--- config.mk ---
export PLATFORM = sky130hd
export DESIGN_NAME = note_history_buf
export DESIGN_NICKNAME = d
export VERILOG_FILES = /design/src/rtl/note_history_buf.sv
export SDC_FILE = /design/constraint.sdc
export NUM_CORES = 1
export LEC_CHECK = 0
export ABC_CLOCK_PERIOD_IN_PS = 5800
export CAP_MARGIN = 40
export CORE_ASPECT_RATIO = 0.7
export CORE_MARGIN = 5
export CORE_UTILIZATION = 40
export CTS_CLUSTER_SIZE = 10
export DETAILED_ROUTE_END_ITERATION = 8
export PLACE_DENSITY = 0.59
export SLEW_MARGIN = 20
export SYNTH_ARGS = -nofsm -noshare
export SYNTH_HDL_FRONTEND = slang
export SYNTH_SLANG_ARGS = --single-unit
export TNS_END_PERCENT = 20
--- constraint.sdc ---
create_clock -name clk -period 5.8 [get_ports clk]
set_input_delay 1.16 -clock clk [delete_from_list [all_inputs] [get_ports clk]]
set_output_delay 1.16 -clock clk [all_outputs]
set_load 0.03 [all_outputs]
--- src/rtl/note_history_buf.sv ---
// note_history_buf: records each new piano note press into a 4-deep history
// (newest on p0) for the scanning display, with freeze, clear and idle
// auto-blank. Every output is a register, so the scanner may sample at any time.
module note_history_buf #(
  parameter int unsigned TIMEOUT_CYCLES = 500000000,
  parameter int unsigned CW             = 32,
  parameter logic [4:0]  BLANK          = 5'd31
) (
  input  logic       clk,
  input  logic       rst,
  input  logic [4:0] key_code,
  input  logic       freeze,
  input  logic       clear,
  output logic [4:0] p0,
  output logic [4:0] p1,
  output logic [4:0] p2,
  output logic [4:0] p3,
  output logic [2:0] depth,
  output logic       note_pushed,
  output logic       timed_out
);

  localparam int unsigned KW = 5;
  localparam int unsigned DW = 3;
  localparam logic [DW-1:0] DEPTH_MAX = DW'(4);
  localparam logic [CW-1:0] CNT_LAST  = CW'(TIMEOUT_CYCLES - 1);

  typedef enum logic {IDLE, HELD} state_t;

  state_t        state_q, state_d;
  logic [KW-1:0] latched_q, latched_d;
  logic [KW-1:0] p0_q, p1_q, p2_q, p3_q;
  logic [KW-1:0] p0_d, p1_d, p2_d, p3_d;
  logic [DW-1:0] depth_q, depth_d;
  logic [CW-1:0] cnt_q, cnt_d;
  logic          pushed_q, pushed_d;
  logic          to_q, to_d;

  logic [KW-1:0] key_c;
  logic          push_req_c;
  logic          cnt_inc_c;

  // Code 31 (and 0) both mean "no key"; only 1..30 are real notes.
  assign key_c = (key_code != '0 && key_code != KW'(31)) ? key_code : '0;

  // Press/legato detector: tracks the held key regardless of freeze or clear.
  always_comb begin
    state_d    = state_q;
    latched_d  = latched_q;
    push_req_c = 1'b0;
    case (state_q)
      IDLE: begin
        if (key_c != '0) begin
          state_d    = HELD;
          latched_d  = key_c;
          push_req_c = 1'b1;
        end
      end
      HELD: begin
        if (key_c == '0) begin
          state_d = IDLE;
        end else if (key_c != latched_q) begin
          latched_d  = key_c;
          push_req_c = 1'b1;
        end
      end
      default: state_d = IDLE;
    endcase
  end

  // History, depth, idle counter and pulses; clear beats push beats timeout.
  always_comb begin
    p0_d      = p0_q;
    p1_d      = p1_q;
    p2_d      = p2_q;
    p3_d      = p3_q;
    depth_d   = depth_q;
    cnt_d     = cnt_q;
    pushed_d  = 1'b0;
    to_d      = 1'b0;
    cnt_inc_c = (state_q == IDLE) && (depth_q != '0) && !freeze;
    if (clear) begin
      p0_d    = BLANK;
      p1_d    = BLANK;
      p2_d    = BLANK;
      p3_d    = BLANK;
      depth_d = '0;
      cnt_d   = '0;
    end else if (push_req_c && !freeze) begin
      p3_d     = p2_q;
      p2_d     = p1_q;
      p1_d     = p0_q;
      p0_d     = key_c;
      depth_d  = (depth_q == DEPTH_MAX) ? DEPTH_MAX : depth_q + DW'(1);
      pushed_d = 1'b1;
      cnt_d    = '0;
    end else if (state_q == HELD) begin
      cnt_d = '0;
    end else if (cnt_inc_c) begin
      if (cnt_q == CNT_LAST) begin
        p0_d    = BLANK;
        p1_d    = BLANK;
        p2_d    = BLANK;
        p3_d    = BLANK;
        depth_d = '0;
        cnt_d   = '0;
        to_d    = 1'b1;
      end else begin
        cnt_d = cnt_q + CW'(1);
      end
    end
  end

  // State register with synchronous reset.
  always_ff @(posedge clk) begin
    if (rst) begin
      state_q   <= IDLE;
      latched_q <= '0;
      p0_q      <= BLANK;
      p1_q      <= BLANK;
      p2_q      <= BLANK;
      p3_q      <= BLANK;
      depth_q   <= '0;
      cnt_q     <= '0;
      pushed_q  <= 1'b0;
      to_q      <= 1'b0;
    end else begin
      state_q   <= state_d;
      latched_q <= latched_d;
      p0_q      <= p0_d;
      p1_q      <= p1_d;
      p2_q      <= p2_d;
      p3_q      <= p3_d;
      depth_q   <= depth_d;
      cnt_q     <= cnt_d;
      pushed_q  <= pushed_d;
      to_q      <= to_d;
    end
  end

  assign p0          = p0_q;
  assign p1          = p1_q;
  assign p2          = p2_q;
  assign p3          = p3_q;
  assign depth       = depth_q;
  assign note_pushed = pushed_q;
  assign timed_out   = to_q;

endmodule

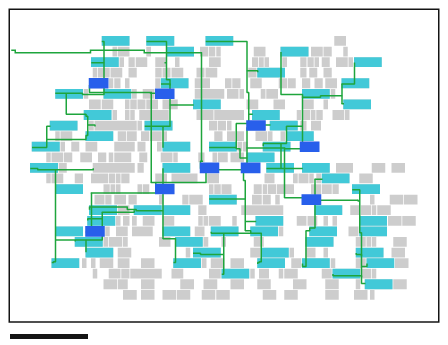
*Routed clock nets over the placement*
Bar = 20 um.
cyan -> flip-flops  # count 63
green -> clock wires  # length 778 um
blue -> clock drivers  # count 9
routed clock nets = 10
flops lie = widely spread

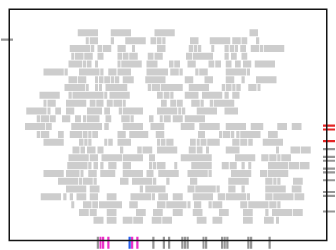
*Pin placement*
Pins as bars across the die edge, other pins in gray.
red -> `depth`  # pins 3, direction output, edge right
blue -> `freeze`  # pins 1, direction input, edge bottom
magenta -> `key_code`  # pins 5, direction input, edge bottom
all pins by edge = 21 bottom, 12 right, 1 left

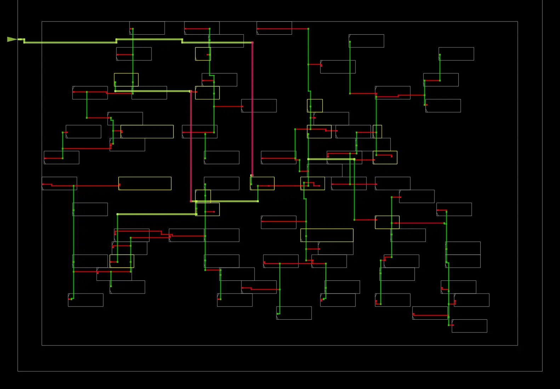
*The clock network*
cts bufs inserted: 9
sinks on the clock net: 63
clkbuf count: 9
worst-skew pair later-pin latency: 0.33 ns
number of flip-flops and latches: 63

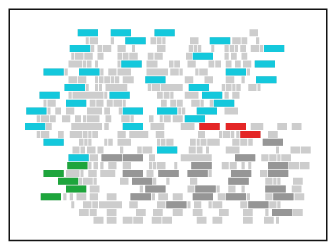
*Sequential cells colored by netlist name*
Other sequential cells in the stronger gray, the rest of the logic in the fainter gray.
cyan -> `cnt_q`  # sequential cells 32
green -> `latched_q`  # sequential cells 5, where bottom left
red -> `depth`  # sequential cells 3

==> run summary <==
Observations from the implementation run.

Final layout:
- Per the final report, the share of cell area in non-clock buffers is 0.100.
- The register with the most flip-flops in the layout has 32 of them.
- The layout report lists the clock-cell share of area as 0.0710.
- The run gives the post-layout utilization of the core as 0.509.
- The run puts the fill cell instance count of the final layout at around 640.
- The run gives the flip-flop and latch share of the layout cell area as 0.365.
- Counting plain and timing-repair buffers in the layout gives 35.
- The run gives the non-filler instance count after layout as ~440.
- The fraction of cell area in multi-input combinational cells is reported as 0.424.
- The area taken by sequential standard cells is reported as around 1300 um2.
- The top cell types in the final layout, fill and taps aside, are 63 x dfxtp_1, 61 x nor2_1, 33 x clkdlybuf4s50_1.
- The final layout report lists a non-clock inverter count of 5.
- The run gives the count of inserted antenna diode cells as 0.
- The run gives the largest register by flop count as cnt_q.

Worst setup path:
- Counting both buffers and inverters, the worst setup path holds a total of 2.
- The worst-case reg-to-reg setup slack stands at 3.14 ns.
- The OpenROAD report gives the critical path a required time of 5.98 ns.
- Looking at the reg2reg group, the worst path ends at p1[1].
- The worst setup path is launched from a primary input.
- Per the timing report, the most critical flop-to-flop path originates at depth[0].
- The run puts the biggest cell delay along the critical path at approximately 0.72 ns.

Global route:
- The run puts the via count of the first global-routing pass at 2262.
- Entering global routing, the biggest net connects 27 pins.
- Global routing put the most usage on met2.
- The initial antenna violation count came to 0.

Min path:
- The number of cells on the worst hold path is listed as 2.
- The run gives the type of the tightest min-delay check as register to register.

STA:
- In the finished design, the share of the clock period the worst path needs comes to 0.626.
- The run puts the measured slew at the worst slew-check pin at 0.784 ns.
- Between clock sinks in the finished design, the worst skew comes to ~0.008 ns.
- Setup repair after global routing left no endpoint under its margin.
- The most critical hold endpoint after final layout shows a slack of a little under 0.5 ns.

CTS:
- The run puts the clock transition at the registers of the reported paths at around 0.070 ns.
- The run gives the number of resized instances in the post-cts repair step as 0.
- TritonCTS built the clock tree.
- The run gives the number of buffers on the longest clock path as 2.

Synth:
- The run gives the count of flip-flops with a built-in enable after synthesis as 0.
- Of the post-synthesis cell area, the part taken by muxes is 0.0223.
- The run gives the share of synthesized registers carrying an async set or reset as 0.
- The run gives the number of flip-flops and latches in the synthesized netlist as 63.
- The run puts the synthesized area at around 2800 um2.
- By instance count, the leading cell after synthesis is dfxtp_1.

Floorplanning:
- Per the OpenROAD floorplan log, the area of the core is slightly below 7000 um2.
- The chip occupies ~9000 um2.
- In this run the core area contains 25 standard-cell rows.
- The die is around 110 um wide.
- The run puts the pre-placement core utilization at 0.413.

Route:
- The routed layout reports a DRC error count of 0.
- The first TritonRoute pass finished after 4 iterations.
- The run puts the post-route antenna net violation count at 0.
- The run puts the violation count after the first detailed-routing iteration at a little under 90.
- The run puts the wire length on met3 at ~260 um.
- Signal nets in the final route climb as high as met4.

Power:
- Internal power comes to 0.744 mW.
- The run puts the combinational cell fraction of total power at 0.052.
- The run gives the power dissipated in sequential cells as ~0.44 mW.
- The run puts the fraction of power consumed by the clock network at 0.484.
- Of all power groups, the one with the highest power is the clock network.

Placement:
- The run puts the number of placed instances, taps included at 423.
- Detailed placement ended at an HPWL of between 4000 and 5000 um.
- Routability-driven placement finished with a final weighted congestion of around 0.78.

Run status:
- The run finished with clean final reports.

Run:
- The run puts the stage-log warning count at 27.
Power and IR drop assume default switching activity.
